### config.mk
export PLATFORM = sky130hd
export DESIGN_NAME = addsub_multicycle_flat
export DESIGN_NICKNAME = d
export VERILOG_FILES = /design/src/rtl/addsub_multicycle_pkg.sv /design/src/rtl/addsub_multicycle_if.sv /design/src/rtl/addsub_multicycle_chunk.sv /design/src/rtl/addsub_multicycle.sv /design/src/flat_wrapper.sv
export SDC_FILE = /design/constraint.sdc
export NUM_CORES = 1
export LEC_CHECK = 0
export CORE_MARGIN = 1
export CORE_UTILIZATION = 40
export CTS_BUF_LIST = sky130_fd_sc_hd__clkbuf_16
export CTS_CLUSTER_SIZE = 12
export DETAILED_ROUTE_END_ITERATION = 10
export GPL_TIMING_DRIVEN = 1
export PLACE_DENSITY_LB_ADDON = 0.3
export SYNTH_ARGS = -nofsm -noshare
export SYNTH_HDL_FRONTEND = slang
export SYNTH_SLANG_ARGS = --single-unit
### constraint.sdc
create_clock -name clk -period 4.86 [get_ports clk]
set_clock_uncertainty 0.05 [all_clocks]
set_input_delay 0.972 -clock clk [delete_from_list [all_inputs] [get_ports clk]]
set_output_delay 0.972 -clock clk [all_outputs]
set_load 0.01 [all_outputs]
### src/rtl/addsub_multicycle_pkg.sv
// Shared types for the multi-cycle adder-subtractor: FSM states, the NZCV
// flag bundle and the bit positions used when flags are packed into a nibble.
package addsub_multicycle_pkg;

    typedef enum logic [1:0] {
        IDLE = 2'd0,
        RUN  = 2'd1,
        DONE = 2'd2
    } addsub_state_t;

    // ARM-style condition flags, MSB first so the packed value reads NZCV
    typedef struct packed {
        logic n;
        logic z;
        logic c;
        logic v;
    } alu_flags_t;

    localparam int FLAG_N_BIT = 3;
    localparam int FLAG_Z_BIT = 2;
    localparam int FLAG_C_BIT = 1;
    localparam int FLAG_V_BIT = 0;

    // Assemble a flag bundle from its four components
    function automatic alu_flags_t make_flags(input logic n, input logic z,
                                              input logic c, input logic v);
        alu_flags_t f;
        f.n = n;
        f.z = z;
        f.c = c;
        f.v = v;
        return f;
    endfunction

endpackage

### src/rtl/addsub_multicycle_if.sv
// Request/response bundle between execute-stage control and the adder.
interface addsub_multicycle_if #(
    parameter int WIDTH = 64
);
    logic             start;
    logic             sub;
    logic [WIDTH-1:0] a;
    logic [WIDTH-1:0] b;
    logic             ready;
    logic             done;
    logic [WIDTH-1:0] result;
    logic             negative;
    logic             zero;
    logic             carry_out;
    logic             overflow;

    modport master (
        output start, sub, a, b,
        input  ready, done, result, negative, zero, carry_out, overflow
    );

    modport slave (
        input  start, sub, a, b,
        output ready, done, result, negative, zero, carry_out, overflow
    );
endinterface

### src/rtl/addsub_multicycle_chunk.sv
// One CHUNK-wide slice of the adder; the FSM wrapper reuses it every cycle.
module add_sub_chunk #(
    parameter int W = 16
) (
    input  logic [W-1:0] a,
    input  logic [W-1:0] b,
    input  logic         cin,
    output logic [W-1:0] sum,
    output logic         cout
);
    logic [W:0] full_s;

    // One bit wider than the slice so the carry out is captured
    always_comb begin
        full_s = {1'b0, a} + {1'b0, b} + {{W{1'b0}}, cin};
    end

    assign sum  = full_s[W-1:0];
    assign cout = full_s[W];
endmodule

### src/rtl/addsub_multicycle.sv
// Multi-cycle WIDTH-bit adder-subtractor producing ARM NZCV flags. One CHUNK
// is added per cycle with the inter-chunk carry held in a register, keeping
// the critical path at a CHUNK-bit adder.
module addsub_multicycle
    import addsub_multicycle_pkg::*;
#(
    parameter int WIDTH = 64,
    parameter int CHUNK = 16
) (
    input  logic                 clk,
    input  logic                 reset_n,
    addsub_multicycle_if.slave   bus
);
    localparam int NCHUNK = WIDTH / CHUNK;
    localparam int IDXW   = (NCHUNK > 1) ? $clog2(NCHUNK) : 1;
    localparam logic [IDXW-1:0] LAST_IDX = IDXW'(NCHUNK - 1);
    localparam logic [IDXW-1:0] IDX_ONE  = IDXW'(1);

    addsub_state_t    state_r;
    logic [WIDTH-1:0] op_a_r;
    logic [WIDTH-1:0] op_b_r;      // already inverted for subtraction
    logic             carry_r;
    logic [IDXW-1:0]  idx_r;
    logic             zacc_r;
    logic [WIDTH-1:0] acc_r;
    logic [WIDTH-1:0] result_r;
    alu_flags_t       flags_r;
    logic             ready_r;
    logic             done_r;

    logic [CHUNK-1:0] a_chunk_s;
    logic [CHUNK-1:0] b_chunk_s;
    logic [CHUNK-1:0] chunk_sum_s;
    logic             chunk_cout_s;
    logic [WIDTH-1:0] result_next_s;
    alu_flags_t       flags_next_s;
    logic             last_s;

    // Select the operand slices for the chunk currently being processed
    always_comb begin
        a_chunk_s = op_a_r[idx_r*CHUNK +: CHUNK];
        b_chunk_s = op_b_r[idx_r*CHUNK +: CHUNK];
    end

    add_sub_chunk #(.W(CHUNK)) u_chunk (
        .a    (a_chunk_s),
        .b    (b_chunk_s),
        .cin  (carry_r),
        .sum  (chunk_sum_s),
        .cout (chunk_cout_s)
    );

    // Final result and flags as they will look once the top chunk is in
    always_comb begin
        last_s        = (idx_r == LAST_IDX);
        result_next_s = acc_r;
        result_next_s[(NCHUNK-1)*CHUNK +: CHUNK] = chunk_sum_s;
        flags_next_s  = make_flags(
            chunk_sum_s[CHUNK-1],
            zacc_r & (chunk_sum_s == {CHUNK{1'b0}}),
            chunk_cout_s,
            (op_a_r[WIDTH-1] == op_b_r[WIDTH-1]) &&
                (chunk_sum_s[CHUNK-1] != op_a_r[WIDTH-1]));
    end

    // Control FSM with datapath registers; outputs only move at RUN->DONE
    always_ff @(posedge clk or negedge reset_n) begin
        if (!reset_n) begin
            state_r  <= IDLE;
            op_a_r   <= {WIDTH{1'b0}};
            op_b_r   <= {WIDTH{1'b0}};
            carry_r  <= 1'b0;
            idx_r    <= {IDXW{1'b0}};
            zacc_r   <= 1'b0;
            acc_r    <= {WIDTH{1'b0}};
            result_r <= {WIDTH{1'b0}};
            flags_r  <= make_flags(1'b0, 1'b0, 1'b0, 1'b0);
            ready_r  <= 1'b1;
            done_r   <= 1'b0;
        end else begin
            case (state_r)
                IDLE: begin
                    done_r <= 1'b0;
                    if (bus.start) begin
                        op_a_r  <= bus.a;
                        op_b_r  <= bus.b ^ {WIDTH{bus.sub}};
                        carry_r <= bus.sub;
                        idx_r   <= {IDXW{1'b0}};
                        zacc_r  <= 1'b1;
                        ready_r <= 1'b0;
                        state_r <= RUN;
                    end else begin
                        ready_r <= 1'b1;
                    end
                end
                RUN: begin
                    acc_r[idx_r*CHUNK +: CHUNK] <= chunk_sum_s;
                    carry_r <= chunk_cout_s;
                    zacc_r  <= zacc_r & (chunk_sum_s == {CHUNK{1'b0}});
                    idx_r   <= idx_r + IDX_ONE;
                    if (last_s) begin
                        result_r <= result_next_s;
                        flags_r  <= flags_next_s;
                        done_r   <= 1'b1;
                        state_r  <= DONE;
                    end else begin
                        done_r   <= 1'b0;
                    end
                end
                DONE: begin
                    done_r  <= 1'b0;
                    ready_r <= 1'b1;
                    state_r <= IDLE;
                end
                default: begin
                    done_r  <= 1'b0;
                    ready_r <= 1'b1;
                    state_r <= IDLE;
                end
            endcase
        end
    end

    assign bus.ready     = ready_r;
    assign bus.done      = done_r;
    assign bus.result    = result_r;
    assign bus.negative  = flags_r.n;
    assign bus.zero      = flags_r.z;
    assign bus.carry_out = flags_r.c;
    assign bus.overflow  = flags_r.v;

endmodule

### src/flat_wrapper.sv
// flat-port wrapper written by rule: the top's interface ports become plain ports
module addsub_multicycle_flat import addsub_multicycle_pkg::*;
#(
    parameter int WIDTH = 64,
    parameter int CHUNK = 16
)
  (clk, reset_n, bus_start, bus_sub, bus_a, bus_b, bus_ready, bus_done, bus_result, bus_negative, bus_zero, bus_carry_out, bus_overflow);
  addsub_multicycle_if #(.WIDTH(WIDTH)) bus_i ();
  input  logic clk;
  input  logic reset_n;
  input wire logic [$bits(bus_i.start)-1:0] bus_start;
  input wire logic [$bits(bus_i.sub)-1:0] bus_sub;
  input wire logic [$bits(bus_i.a)-1:0] bus_a;
  input wire logic [$bits(bus_i.b)-1:0] bus_b;
  output wire logic [$bits(bus_i.ready)-1:0] bus_ready;
  output wire logic [$bits(bus_i.done)-1:0] bus_done;
  output wire logic [$bits(bus_i.result)-1:0] bus_result;
  output wire logic [$bits(bus_i.negative)-1:0] bus_negative;
  output wire logic [$bits(bus_i.zero)-1:0] bus_zero;
  output wire logic [$bits(bus_i.carry_out)-1:0] bus_carry_out;
  output wire logic [$bits(bus_i.overflow)-1:0] bus_overflow;
  assign bus_i.start = bus_start;
  assign bus_i.sub = bus_sub;
  assign bus_i.a = bus_a;
  assign bus_i.b = bus_b;
  assign bus_ready = bus_i.ready;
  assign bus_done = bus_i.done;
  assign bus_result = bus_i.result;
  assign bus_negative = bus_i.negative;
  assign bus_zero = bus_i.zero;
  assign bus_carry_out = bus_i.carry_out;
  assign bus_overflow = bus_i.overflow;
  addsub_multicycle #(.WIDTH(WIDTH), .CHUNK(CHUNK)) u_core (.clk(clk), .reset_n(reset_n), .bus(bus_i));
endmodule
### Clock routing, run 1

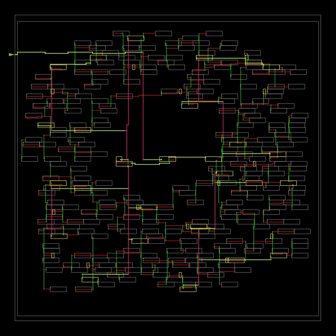
number of clock sinks: 251
Flops: 251
Layout clock buffers: 27
total clock buffers created by CTS: 27
clock network latency to the later pin of the worst-skew pair: 0.53 ns

### Register map, names as in the netlist, run 1

Scale: 2 px per um.
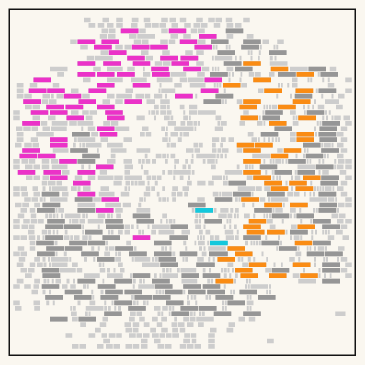
cyan -> u_core.state_r  # placed flops 2
orange -> u_core.acc_r  # placed flops 48
magenta -> u_core.op_a_r  # placed flops 64
not coloured = 137
share of the core filled with cells in the final layout: 52.3%
register area: 6280 um2
proportion of cell area occupied by registers: 42.6%

==> reports/writeup.txt, run 1 <==
The average instance in the mapped netlist occupies 11.2 um2. Note that the worst hold path type here is flip-flop to flip-flop. Post-route period utilization is reported as 82.5%.

The flip-flop and latch count after synthesis works out to 251. The count of tool warnings is 32. The timing report gives the biggest stage delay along the critical path as 0.60 ns.

Sum of overflow across all layers after global routing: 0. Entering global routing, the biggest net connects 111 pins. Counting only logic cells after layout, the most numerous master is dfrtp_1. The tools report the tightest hold margin as 0.417 ns. The residual antenna-violating net count after detailed routing is 0. Listed in order, past its start point the critical path passes buf_4, mux4_2, ha_1, a21oi_1, o311ai_1, a31oi_1, mux2_2, or3_1, o2111ai_2, o21ai_0.

The synthesis warning total was 0. For this run, the top clock speed supported by timing is 249 MHz. Max fanout on the critical path was recorded as 13. Looking at area per cell type in the netlist, the leader is dfrtp_1. The run gives 8482 for the number of global-route vias before repair.

The floorplan-stage core utilization is 41.2%. Ranked by total cell area, the synthesized netlist is headed by dfrtp_1 54%, nand2_1 6.8%, mux2_2 6.4%, mux4_2 6.2%, xnor2_1 5.1%. The number of antenna diodes in the final layout is 0.

Of the cells placed in the final design, the portion with a size suffix greater than 1 is 13.4%. The synthesis run shows multiplexers occupying 12.9% of the cell area. The synthesized instance count is 1034. The synthesized-area fraction occupied by xor and xnor cells is 5.29%, and the transition time of the tightest slew-check pin is 1.05 ns. The routed layout reports a DRC error count of 0. After legalization and detailed placement, the total HPWL measured 21200 um.

Number of core rows: 61. The mapped netlist covers 11600 um2. The compound-gate portion of the synthesized area was 10.8%; the final-layout setup total negative slack was 0 ns. For the overall fraction of global-route tracks in use, the log shows 20.6%.

From left edge to right edge, the die measures 172 um. With the detailed-route wire length at 29300 um, the number of gates resized after CTS is 0. The number of hold violations in the final report is 0, and the die area is 29700 um2. Looking at the setup timing report, the critical path kind is flip-flop to flip-flop. The tools report the routability congestion estimate as 0.861.

With the yosys synthesis chip area at 11600 um2, the tally of unique sky130hd cells used after synthesis is 66. The first-pass GRT wire length is 47000 um. The top-area cell type share of the netlist area is 53.9%, and the data arrival time of the critical path is 4.34 ns. Dividing the detail-routed via count by the number of cells gives 5.15. Across the run, the number of max-cap violations was 0. The maximum buffer depth of the clock tree is 3. The post-synth count of flops with an enable pin is 0. The final number of max-transition violations is 0. Looking at the critical path, the single cell with the biggest stage delay is dfrtp_2. The logs give 1 for the maximum level of the CTS H-tree and 28200 um2 for the floorplan core area. With the basic-gate share of the synthesized area counting and, or, nand and nor cells at 11.8%, the post-synthesis cell count from yosys is 1034. The cell family contributing the most delay on the critical path was AND-OR/OR-AND gates.

Per the layout report, the design carries 2477 filler cells. Between the synthesized netlist and the finished layout, the area growth was recorded as 27.1%. The run finished with clean final reports. After Yosys synthesis, full adders, half adders and majority gates account for 2.50% of the synthesized area.

According to the floorplan report, the die height is 172 um. The violation tally recorded at the end of detailed-routing iteration 0 is 584. The number of antenna violations at the first check in global routing was 0. Final net count: 1370. The number of buffers and inverters on the critical path was 1. The root cell of the clock tree was clkbuf_16. The clock-pin transition on the worst setup and hold timing paths works out to 0.06 ns.
### I/O nets highlighted, run 1

Scale: 2 px per um.
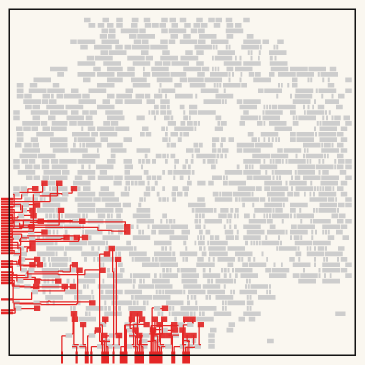
red -> bus_b  # direction input, edge 32 bottom, 32 left, end cells 64, wire 1510 um
number of buffer cells added on primary ports: 201
I/O pin total: 202

==> run 1: cell type report <==
class                      instances  share of cell area (%)
multi-input combinational        706                    34.1
clock buffer                      27                    4.58
tap                              378                    3.21
sequential                       251                    42.6
clock inverter                    16                   0.458
inverter                          15                   0.382
timing repair buffer             215                    14.6
==> run 1: synth_stat cells (all sizes together) (2+ instances only) <==
cell / count
a2111oi: 3
a211o: 2
a211oi: 5
a21o: 5
a21oi: 76
a22o: 39
a31oi: 2
and2: 5
and3: 3
buf: 15
clkbuf: 47
dfrtp: 250
fa: 2
ha: 20
inv: 15
mux2: 66
mux2i: 3
mux4: 32
nand2: 211
nand2b: 3
nand3: 8
nand4: 3
nor2: 78
nor2b: 2
nor3: 5
o2111ai: 2
o211ai: 4
o21a: 3
o21ai: 25
o21bai: 2
o31a: 3
o31ai: 2
or2: 2
or3: 4
xnor2: 68
xor2: 2
==> run 1: metal layers <==
metal | track usage [%] | share of wire (%) | up-vias
li1 | - | - | 3936
met1 | 27.3 | 44 | 4077
met2 | 34.1 | 48 | 231
met3 | 3.94 | 5.4 | 43
met4 | 6.35 | 2.9 | 0
met5 | 0 | 0 | -
==> run 1: registers in the layout, indices dropped and copies added (netlist names), 2 cells and up <==
signal	flops
u_core.op_a_r	64
u_core.state_r	2
u_core.bus.result	64
u_core.op_b_r	64
u_core.idx_r	2
u_core.acc_r	48
==> run 1: through the flow <==
stage | util (%) | worst slack [ns] | std cells
after floorplan | - | 0.474 | 1034
after global placement | 49.7 | 0.871 | 1565
after detailed placement | 49.7 | 0.863 | 1565
after CTS | 52.3 | 0.838 | 1608
after global routing | 52.3 | 0.619 | 1608
final | 52.3 | 0.850 | 1608
==> run 1: path summary, 6_finish.rpt <==
path | cells after the start | slack (ns) | from | to
worst max-delay path | 10 | 0.85 | u_core.idx_r[0]$_DFFE_PN0P_ | u_core.zacc_r$_DFFE_PN0P_
worst min-delay path | 2 | 0.42 | u_core.acc_r[26]$_DFFE_PN0P_ | u_core.bus.result[26]$_DFFE_PN0P_
worst max register to register | 10 | 0.85 | u_core.idx_r[0]$_DFFE_PN0P_ | u_core.zacc_r$_DFFE_PN0P_
worst min register to register | 2 | 0.42 | u_core.acc_r[26]$_DFFE_PN0P_ | u_core.bus.result[26]$_DFFE_PN0P_
max in group asynchronous | 2 | 3.31 | reset_n | u_core.bus.result[62]$_DFFE_PN0P_
min in group asynchronous | 1 | 0.45 | reset_n | u_core.bus.result[35]$_DFFE_PN0P_
==> run 1: worst min-delay path, cell delays in order (launching register included) <==
cell	delay, ns
dfrtp_1	0.34
nand2_1	0.05
nand2_1	0.05
==> inputs of run 2 (changes only) <==
- clock period: 4.86 -> 3.4 ns (I/O delays scaled with it)
### Cell area per tile, run 2

Scale: 1.5 px per um. The die is cut into 17 by 17 equal tiles; dark purple is low, yellow is high, 0 to 100% covered.
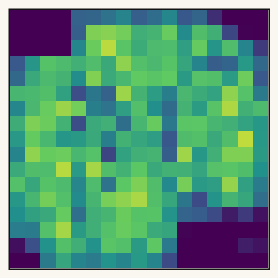
emptiest ninth of the die = lower right
fullest tile = 91%
nearly empty tiles = 12%
tiles over 75% full = 14%
placeable core area: 28200 um2
starting utilization of the core area: 41.2%
share of the core filled with cells in the final layout: 55.3%

==> run 2 against run 1 <==
Net effect:
- the flow now finishes with violations (negative setup slack)
- sequential share of layout area fell by 2.3 points
- area after synthesis did not move
- worst setup slack got worse by 0.99 ns
- synthesized cell count did not move
- critical path depth rose by 1
- global-route usage rose by 0.50 points
- utilization rose by 3.0 points
- largest cell class unchanged
==> reports/writeup.txt, run 2 <==
The run finished, with violations left. The checks that failed: negative setup slack. The via density per instance is 5.14. In this run the register-to-register setup slack is -0.14 ns. Ranking logic cells in the layout by count gives the top entries 248 x dfrtp_1, 207 x nand2_1, 199 x clkdlybuf4s50_1. The run gives 0 for the synthesis warning total. With the number of endpoints failing setup at the final stage at 6, the number of antenna diodes is 0.

The clock-pin transition on the worst setup and hold timing paths was 0.06 ns; the number of design rule violations left after detail routing was 0. With the time the final worst path needs with I/O delays and setup at 3.54 ns, the async set-reset flop share out of synthesis is 100%. The wire-length estimate of the detail-placed layout is 22600 um. The tools report the routability congestion estimate as 0.893.

Global routing used 21.1% of the available tracks across all layers. Sorting the synthesized cells by how often they occur yields 250 x dfrtp_1, 211 x nand2_1, 78 x nor2_1. Per the GRT congestion report, total overflow comes to 0. For the post-synthesis instance area, the log shows 11600 um2. The most critical min-delay path falls under input port to asynchronous set/reset pin. The average instance area after synthesis was 11.2 um2.

At floorplan, the net count of the design was reported as 1188. Synthesis produced 1034 cells. Number of cells on the worst reg-to-reg path: 11. In this run the clock root is driven by a clkbuf_16. Setup repair after global routing could not meet its margin everywhere. The number of cells reported by Yosys stat comes to 1034. The maximum level of the CTS H-tree was 1; the largest net degree at the start of global routing was 79.

The worst register-to-register path ends at u_core.bus.zero$_DFFE_PN0P_. The tool warning count for the run is 33. Buffers placed on the I/O ports in this run total 201. The sequential area share after synthesis is 54.2%. The OpenROAD report gives the critical path a required time of 3.81 ns. Ranked by total cell area, the synthesized netlist is headed by dfrtp_1 54%, nand2_1 6.8%, mux2_2 6.4%, mux4_2 6.2%, xnor2_1 5.1%. The transition time of the tightest slew-check pin is 0.766 ns. Yosys reported a register bit count of 251. Per the CTS log, the buffer count on the longest clock path is 3. The detailed-route wire length is 30200 um.

The beginning of the worst register-to-register path is u_core.idx_r[0]$_DFFE_PN0P_. At the worst endpoint, the arrival time is 3.95 ns. Category of the worst setup path launch point: a flip-flop. The top-area cell type share of the netlist area is 53.9%. At the end of the flow, the number of nets in the layout was 1444.

In this run, distinct cell masters in the synthesized netlist total 66. The floorplan report gives the top-level pin count as 202. Max-cap violations in this run came to 0.

The type of the setup path with the least slack was flip-flop to flip-flop. The fraction of the cycle the final worst path needs is 104%, and the final number of max-transition violations is 0. The tools report the total clock buffers created by CTS as 26.

The run gives 8741 for the number of global-route vias before repair. The first global-routing pass estimated 48200 um of wire. The synthesized design contains 0 enable-type register cells. The layout has 2440 filler cells.

Per the skew report, the later register of the worst-skew pair sees a clock latency of 0.53 ns. Per the cell usage report, the commonest logic cell in the layout is dfrtp_1.

The clock net in this run drives a total of 251 sinks. The number of violations reported at the end of detailed-routing iteration 0 came out at 650. Top flip-flop cell by instance count after synthesis: dfrtp_1.

Nets still carrying antenna violations after routing amount to 0. For this run, the chip area from Yosys synthesis comes to 11600 um2. At the placement stage, the worst setup path has a slack of -0.165 ns. In the final routed layout, each cell accounts on average for 18.0 um. TritonCTS built the clock tree. The final timing report lists a hold violation count of 0. The floorplan step set the die height to 172 um. Setup total negative slack on the finished layout was measured at -0.432 ns.

Largest area contributor in the netlist: dfrtp_1. With the number of core rows at 61, the number of antenna violations at the first check in global routing is 0. The most common cell in the synthesized netlist is dfrtp_1.

Die area: 29700 um2. The run gives 5210 um2 for the multi-input combinational cell area. The logs give 6280 um2 for the storage element area and 5 for the number of iterations in the first detailed-routing pass. Layout-stage area growth over the synthesis result: 34.4%. The die width works out to 172 um. In this run the worst path has a maximum fanout of 7. The share of layout cells above drive strength 1 was 20.7%; the worst path setup slack after routing was -0.139 ns. The flow reports an fmax of 283 MHz. The run gives 8623 as the total via count after detailed routing. STA classifies the critical path endpoint as a flip-flop. Across all checked pins, the minimum headroom to the slew limit is 49.0%.
run 2: cell count changes in the layout (fill, tap and decap cells not counted), sizes merged:
cell      change
buf          +75
bufinv        +1
clkinv        -6
clkinvlp      +2
inv           -2
run 2: layout make-up:
type | count | area share, %
Clock buffer | 27 | 4.33
Clock inverter | 11 | 0.490
Inverter | 15 | 0.361
Multi-Input combinational cell | 706 | 33.4
Sequential cell | 251 | 40.3
Tap cell | 378 | 3.03
Timing Repair Buffer | 290 | 18.0
run 2: worst max path at each step:
stage,startpoint,end,slack [ns],cells after the start
final,u_core.idx_r[0]$_DFFE_PN0P_,u_core.bus.zero$_DFFE_PN0P_,-0.14,11
after global routing,u_core.idx_r[0]$_DFFE_PN0P_,u_core.zacc_r$_DFFE_PN0P_,-0.24,13
after CTS,u_core.idx_r[0]$_DFFE_PN0P_,u_core.zacc_r$_DFFE_PN0P_,-0.13,13
after detailed placement,u_core.idx_r[0]$_DFFE_PN0P_,u_core.acc_r[12]$_DFFE_PN0P_,-0.17,11
after global placement,u_core.idx_r[0]$_DFFE_PN0P_,u_core.bus.zero$_DFFE_PN0P_,-0.14,13
after floorplan,u_core.idx_r[0]$_DFFE_PN0P_,u_core.bus.zero$_DFFE_PN0P_,-0.12,13
run 2: routing by layer:
layer / wire length [um] / vias up / GRT usage (%) / share of wire, %
li1: - / 4094 / - / -
met1: 13200 / 4248 / 28.2 / 44
met2: 14700 / 229 / 35.3 / 49
met3: 1470 / 52 / 3.36 / 4.9
met4: 819 / 0 / 6.27 / 2.7
met5: 0 / - / 0 / 0
run 2: metrics by stage:
step	std cells	hold slack, ns	area [um2]
finish	1678	0.0912	15600
global route	1678	0.124	15600
CTS	1675	0.0981	15500
detailed placement	1630	0.392	14600
global placement	1630	0.391	14600
floorplan	1034	0.334	11700
run 2: timing repair:
item                                    4_1_cts  5_1_grt
pin swaps                                     6       15
setup buffers                                 7        3
resized                                      11       22
hold buffers                                  0        0
endpoints found under the setup margin       19       31
run 2: worst max-delay path: stages (launching register included):
cell and delay [ns]:
dfrtp_2 0.47, mux4_2 0.55, fa_2 0.39, inv_2 0.07
fa_2 0.24, nor2b_4 0.05, o31a_1 0.26, o41a_1 0.39
a311o_1 0.33, a221oi_2 0.33, o2111ai_2 0.19, o21ai_2 0.14
run 2: kinds of logic after synthesis:
kind of cell,synth area share [%]
AND-OR/OR-AND,10.8
XOR/XNOR,5.29
adder cells (fa/ha/maj),2.50
buffers and inverters,2.60
flip-flops,54.2
multiplexers,12.9
AND/OR/NAND/NOR,11.8
==> inputs of run 3 (changes only) <==
- CORE_UTILIZATION: 40 -> 45
- SETUP_SLACK_MARGIN: default -> 0.05
### Logic cells by family, run 3

Scale: 3 px per um.
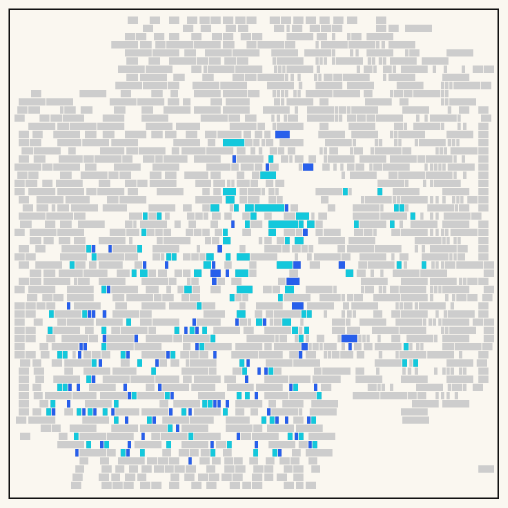
blue -> NOR gates  # cells 88
cyan -> inverting AOI/OAI gates  # cells 126
non-filler instance count after layout: 1640
combinational share of cell area: 33.4%

==> run 3 against run 2 <==
Net effect:
- the run still ends with negative setup slack left
- flip-flop count unchanged
- maximum frequency grew 0.14%
- die size fell by 11%
- first-iteration DRC count grew 6.9%
- via count grew 0.28%
- utilization is 6.0 points higher
- largest cell class unchanged
- highest routed layer unchanged
==> reports/writeup.txt, run 3 <==
The number of iterations in the first detailed-routing pass came out at 5. STA classifies the critical path startpoint as a flip-flop. The count of tool warnings was 33. The run finished, with violations left. The cell type of the slowest stage on the worst timing path was mux4_2. For the number of endpoints failing setup at the final stage, the log shows 9.

The routed design could run at a clock period as short as 3.53 ns. Type of the setup path with the least slack: flip-flop to flip-flop. Worst path setup slack after routing: -0.134 ns. Nets still carrying antenna violations after routing amount to 0. The synthesis run shows the most used standard cells to be 250 x dfrtp_1, 211 x nand2_1, 78 x nor2_1. The run gives 0 as the number of buffers inserted for hold repair after clock tree synthesis. The sequential area share after synthesis is 54.2%.

The run gives 163 um for the die width. With the number of global-route vias before repair at 8799, the share of layout cells above drive strength 1 is 20.6%. The final reports fail on negative setup slack. The final number of max-transition violations was 0. The run gives 251 as the number of sinks on the clock net. The placement stage leaves a total instance area of 14500 um2.

Entering global routing, the biggest net connects 76 pins. After floorplanning, the core was sized to cover 25300 um2. The synthesis stat section lists a flop and latch total of 251.

The worst setup path is captured at a flip-flop. The routed wirelength normalized by instance count was 17.9 um. The run gives 5 for the largest fanout of any net on the critical path. Setup repair after global routing could not meet its margin everywhere. With the half-perimeter wire length of the detailed placement result at 21500 um, the utilization after layout is 61.3%. The worst path uses 104% of the clock period.

The run gives 202 as the count of pins on the block boundary. For the number of antenna violations at the first check in global routing, the log shows 0. The worst hold path class was input port to asynchronous set/reset pin. Leading cell type by number of instances after synthesis: dfrtp_1. Across every metal layer, demand over resource in global routing totals 22.9%. The count of flip-flops with a built-in enable after synthesis is 0.

Die area: 26400 um2. The synthesized netlist has a Yosys-reported chip area of 11600 um2. The finished cells cover 15500 um2.

For this run, the top clock speed supported by timing is 283 MHz. The routability congestion estimate came out at 0.896. During synthesis, Yosys emitted a total of 0 warnings. The tools report the post-synthesis cell count from yosys as 1034.

The number of buffers and inverters on the critical path was 2; the number of hold violations in the final report was 0. Counting distinct cell types in the post-synthesis netlist gives 66. For this run, the leading register cell type out of synthesis is dfrtp_1. The data arrival time of the critical path came out at 3.93 ns. TritonCTS built the clock tree. The run gives 5.27 for the via density per instance. At the end of the flow, the number of nets in the layout was 1451.

Walking the worst path, the cells encountered are buf_12, mux4_2, fa_2, inv_2, fa_2, nor2b_4, o31a_1, o41a_1, a311o_1, a221oi_2, o2111ai_2, o21ai_2. The run gives 11.2 um2 for the average instance area after synthesis. The largest area contributor in the netlist is dfrtp_1. Counting along the longest clock path gives a buffer depth of 3. For the pin with the worst max-slew slack, the measured transition is 1.00 ns. Counting the buffers created by CTS gives 26. TritonRoute reported its final design rule violation total as 0. Adding up every negative setup slack in the final design gives -0.686 ns. The top-area cell type share of the netlist area is 53.9%, and the count of input and output buffers is 201. By instance count after routing, the leading logic cell types are 248 x dfrtp_1, 208 x nand2_1, 199 x clkdlybuf4s50_1. The OpenROAD report gives the critical path a required time of 3.80 ns. After filler insertion, the fill cell instance count of the layout stands at 2050. After synthesis, the share of flip-flops with an asynchronous set or reset is 100%. The number of cells after detailed placement was 1590; the tightest hold margin was 0.0834 ns.

After synthesis, the cell types taking the most area are dfrtp_1 54%, nand2_1 6.8%, mux2_2 6.4%, mux4_2 6.2%, xnor2_1 5.1%. Clock latency on the worst-skew pair, taken at its later pin, is 0.53 ns. Leading cell type in the layout, fill and taps excluded: dfrtp_1.

Net count entering floorplan: 1188. The number of antenna diodes in the final layout is 0. The run gives 0 for the count of max-cap constraint violations. Per the detailed-route log, wirelength across all metal layers totals 29400 um. The detailed router finished its first iteration with 695 violations.

For the remaining max-slew budget at the tightest pin, the log shows 33.1%. The report lists the number of standard-cell rows as 58. The sum of overflow across all layers after global routing was 0. The run gives 33.5% for the layout-stage area growth over the synthesis result. For the worst setup timing slack at the placement stage, the log shows -0.236 ns.

The die is 163 um tall. The clock-pin transition on the worst setup and hold timing paths is 0.06 ns, and the first-pass GRT wire length is 47200 um. The routed layout has 8647 vias. The cell count after synthesis came out at 1034. Among cell families on the critical path, the largest total delay comes from AND-OR/OR-AND gates. Maximum level of the CTS H-tree: 1. The root cell of the clock tree is clkbuf_16.

The largest incremental delay on the critical path was 0.50 ns. Cell repeated most along the worst path: fa_2. Before any placement, the netlist area is recorded as 11600 um2.

The floorplan-stage core utilization is 45.9%.
==> run 3: netlist changes by cell type in the layout (fill, tap and decap cells not counted), moves of 3 or more <==
cell | before | now
buf_12 | 10 | 7
buf_4 | 80 | 87
buf_6 | 0 | 3
clkinv_1 | 2 | 7
==> run 3: path summary, 6_finish.rpt <==
kind	endpoint	slack, ns	from	cells past startpoint
worst max-delay path	u_core.bus.zero$_DFFE_PN0P_	-0.13	u_core.idx_r[0]$_DFFE_PN0P_	12
worst min-delay path	u_core.bus.result[2]$_DFFE_PN0P_	0.08	reset_n	1
worst max register to register	u_core.bus.zero$_DFFE_PN0P_	-0.13	u_core.idx_r[0]$_DFFE_PN0P_	12
worst min register to register	u_core.state_r[0]$_DFFE_PN0P_	0.41	u_core.state_r[1]$_DFFE_PN0P_	1
max in group asynchronous	u_core.bus.result[43]$_DFFE_PN0P_	2.36	reset_n	2
min in group clk	u_core.state_r[0]$_DFFE_PN0P_	0.41	u_core.state_r[1]$_DFFE_PN0P_	1
==> run 3: layer usage <==
layer | track usage [%] | share of wire [%] | up-vias
met2 | 37.9 | 48 | 238
li1 | - | - | 4094
met5 | 0 | 0 | -
met4 | 7.56 | 3.1 | 0
met1 | 31.1 | 44 | 4262
met3 | 3.51 | 4.4 | 53
==> run 3: cell type report <==
| class | count | area [um2] | share of cell area, % |
|---|---|---|---|
| flip-flops and latches | 251 | 6280 | 40.6 |
| multi-input cells | 706 | 5170 | 33.4 |
| repair buffers | 297 | 2830 | 18.3 |
| clock buffers | 27 | 676 | 4.36 |
| well taps | 330 | 413 | 2.67 |
| clock inverters | 14 | 56.3 | 0.364 |
| inverters | 15 | 56.3 | 0.364 |
==> run 3: logic make-up (layout without fill, tap and decap cells) <==
| group | after synthesis | after routing | share of synthesized area [%] |
|---|---|---|---|
| AND-OR/OR-AND | 183 | 183 | 10.8 |
| XOR/XNOR | 70 | 70 | 5.29 |
| adder cells (fa/ha/maj) | 22 | 22 | 2.50 |
| buffers and inverters | 77 | 353 | 2.60 |
| flip-flops | 251 | 251 | 54.2 |
| multiplexers | 101 | 101 | 12.9 |
| AND/OR/NAND/NOR | 330 | 330 | 11.8 |
==> run 3: timing repair <==
item                       in CTS  in global routing
hold endpoints to repair        0                  0
gates resized                   9                 17
pin swaps                       5                  8
setup endpoints to repair      31                 32
buffers inserted                6                  3
